$ cat config.mk
export PLATFORM = sky130hd
export DESIGN_NAME = incr_program_counter
export DESIGN_NICKNAME = d
export VERILOG_FILES = /design/src/rtl/incr_program_counter.sv
export SDC_FILE = /design/constraint.sdc
export NUM_CORES = 1
export LEC_CHECK = 0
export CORE_AREA = 2 2 39 41
export DETAILED_ROUTE_END_ITERATION = 8
export DIE_AREA = 0 0 41 43
export SLEW_MARGIN = 20
export SYNTH_ARGS = -nofsm -noshare
export SYNTH_HDL_FRONTEND = slang
export SYNTH_SLANG_ARGS = --single-unit
$ cat constraint.sdc
create_clock -name clk -period 1.2 [get_ports clk]
set_input_delay 0.12 -clock clk [delete_from_list [all_inputs] [get_ports clk]]
set_output_delay 0.12 -clock clk [all_outputs]
set_load 0.03 [all_outputs]
$ cat src/rtl/incr_program_counter.sv
// -----------------------------------------------------------------------------
// incr_program_counter
//
// Free-running program-counter incrementer for the fetch stage. A WIDTH-bit
// PC register advances by INC_STEP on every rising clock edge and wraps
// modulo 2^WIDTH (the final carry-out is dropped, no overflow flag). The next
// value comes from a ripple-carry chain built from full-adder stages, running
// from the LSB (I[WIDTH-1]) up to the MSB (I[0]).
//
// Parameters
//   WIDTH     PC width in bits, 1..64
//   INC_STEP  constant increment per clock, < 2^WIDTH
//   RESET_PC  value loaded while reset is asserted, < 2^WIDTH
//
// Ports (positional order is fixed: I, clk, reset)
//   I      out [0:WIDTH-1]  current PC straight from the register; I[0] = MSB
//   clk    in               rising-edge clock
//   reset  in               asynchronous, active-low reset (0 = asserted)
// -----------------------------------------------------------------------------
module incr_program_counter #(
  parameter int          WIDTH    = 4,
  parameter logic [63:0] INC_STEP = 64'd1,
  parameter logic [63:0] RESET_PC = 64'd0
) (
  output logic [0:WIDTH-1] I,
  input  logic             clk,
  input  logic             reset
);

  // Full-adder sum cell: a ^ b ^ cin.
  function automatic logic fa_sum(input logic a, input logic b, input logic cin);
    return a ^ b ^ cin;
  endfunction

  // Full-adder carry cell: majority(a, b, cin).
  function automatic logic fa_carry(input logic a, input logic b, input logic cin);
    return (a & b) | (a & cin) | (b & cin);
  endfunction

  // Constants re-ranged to the MSB-first bit order used by I, so bit k of
  // every vector below carries the same weight (2^(WIDTH-1-k)).
  localparam logic [0:WIDTH-1] STEP_C  = INC_STEP[WIDTH-1:0];
  localparam logic [0:WIDTH-1] RESET_C = RESET_PC[WIDTH-1:0];

  logic [0:WIDTH-1] pc_r;
  logic [0:WIDTH-1] next_s;
  // carry_s[k] is the carry into stage k-1; carry_s[WIDTH] feeds the LSB stage.
  // The carry out of the MSB stage is never formed, so the result wraps.
  logic [1:WIDTH]   carry_s;

  assign carry_s[WIDTH] = 1'b0;

  // Ripple chain: stage k adds pc_r[k] and STEP_C[k] with the carry from the
  // stage below it (k+1).
  for (genvar k = 0; k < WIDTH; k++) begin : g_stage
    assign next_s[k] = fa_sum(pc_r[k], STEP_C[k], carry_s[k+1]);
    if (k > 0) begin : g_carry
      assign carry_s[k] = fa_carry(pc_r[k], STEP_C[k], carry_s[k+1]);
    end
  end

  // PC register: asynchronous load of RESET_PC, otherwise advance every edge.
  always_ff @(posedge clk or negedge reset) begin
    if (!reset) begin
      pc_r <= RESET_C;
    end else begin
      pc_r <= next_s;
    end
  end

  assign I = pc_r;

endmodule

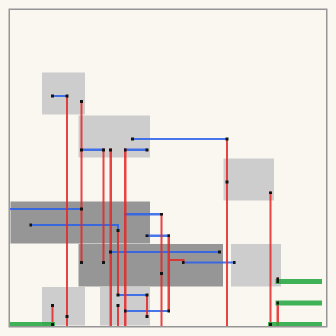
Fig. 1. Layout detail.
Window x 21 to 41, y 22 to 42 µm. Cells in grey, sequential cells in the stronger grey; small squares are vias.
- blue: met1
- green: met3
- red: met2
- cells with their middle in the window: 8
- most frequent: dfrtp_1 (2), clkbuf_4 (2), dlygate4sd2_1 (2)
- sequential cells in the window: 2
- netlist names of flops here include: I (2)

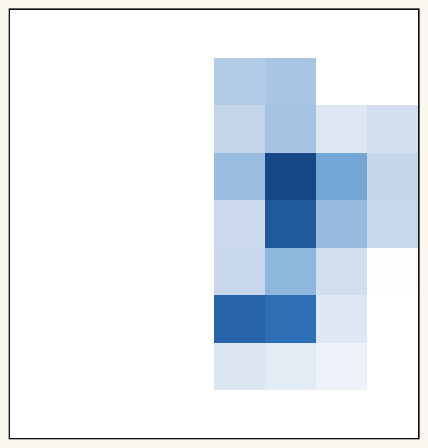
Fig. 2. Cell density map.
8 x 9 tiles, from white (low) to dark blue (high), 0 to 100% covered.
- mean over tiles: 12%
- densest ninth of the die: right middle
- tiles over 75% full: 4.2%
- nearly empty tiles: 68%
- fullest tile: 91%

==> results.toml <==
# generated from flow reports
[outcome]
status = "finished, final reports clean"

[finish]
antenna_cells = 0
inverters_excl_clock = 1
nFillCells = 155
layout-drive-gt1-share_pct = 18.8
largest_reg_flops = 4
fin_area_um2 = 225
clk_share_pct = 10.0

[clock_tree]
clkSlewWorstSetupHoldPaths_ns = 0.04
cts_tree = "built"
clk_latency_ns = 0.23
ctsHoldBuffers = 0

[synthesis]
logic_family = "adder cells"
ys.warnings.count = 0
simple_gate_share_pct = 0

[grt]
grt_max_degree = 5
grt_use_total_pct = 4.91

[setup_path]
path_buffers = 1
critPathMaxFanout = 3
r2r-start = "I[3]"
slowest_delay_ns = 0.41
crit_family = "buffers and inverters"

[sta]
rsz0062_at_grt = "no"
period_needed_ns = 1.13

[power_and_ir_drop]
power.share.switching_pct = 17.2

[die]
num_io_pins = 6

[placed_design]
dpl.hpwl_um = 241
placed cells by master, fill, tap and decap left out:
cell             count
inv_1                1
dlygate4sd2_1        4
ha_1                 2
dfrtp_1              4
xor2_1               1
clkdlybuf4s50_1      1
clkbuf_4             3
kinds of logic (layout without fill, tap and decap cells):
group	count (synthesis)	after routing
XOR/XNOR	1	1
adder cells (fa/ha/maj)	2	2
buffers and inverters	1	9
flip-flops	4	4
per-layer routing:
layer | vias to the layer above | track usage, %
met5 | - | 0
met4 | 0 | 8.00
met3 | 0 | 4.71
met2 | 6 | 6.88
met1 | 44 | 1.92
li1 | 41 | -
cell usage after synthesis:
| master | count | area, µm² |
|---|---|---|
| dfrtp_1 | 4 | 100 |
| ha_1 | 2 | 25.0 |
| inv_1 | 1 | 3.75 |
| xor2_1 | 1 | 8.76 |
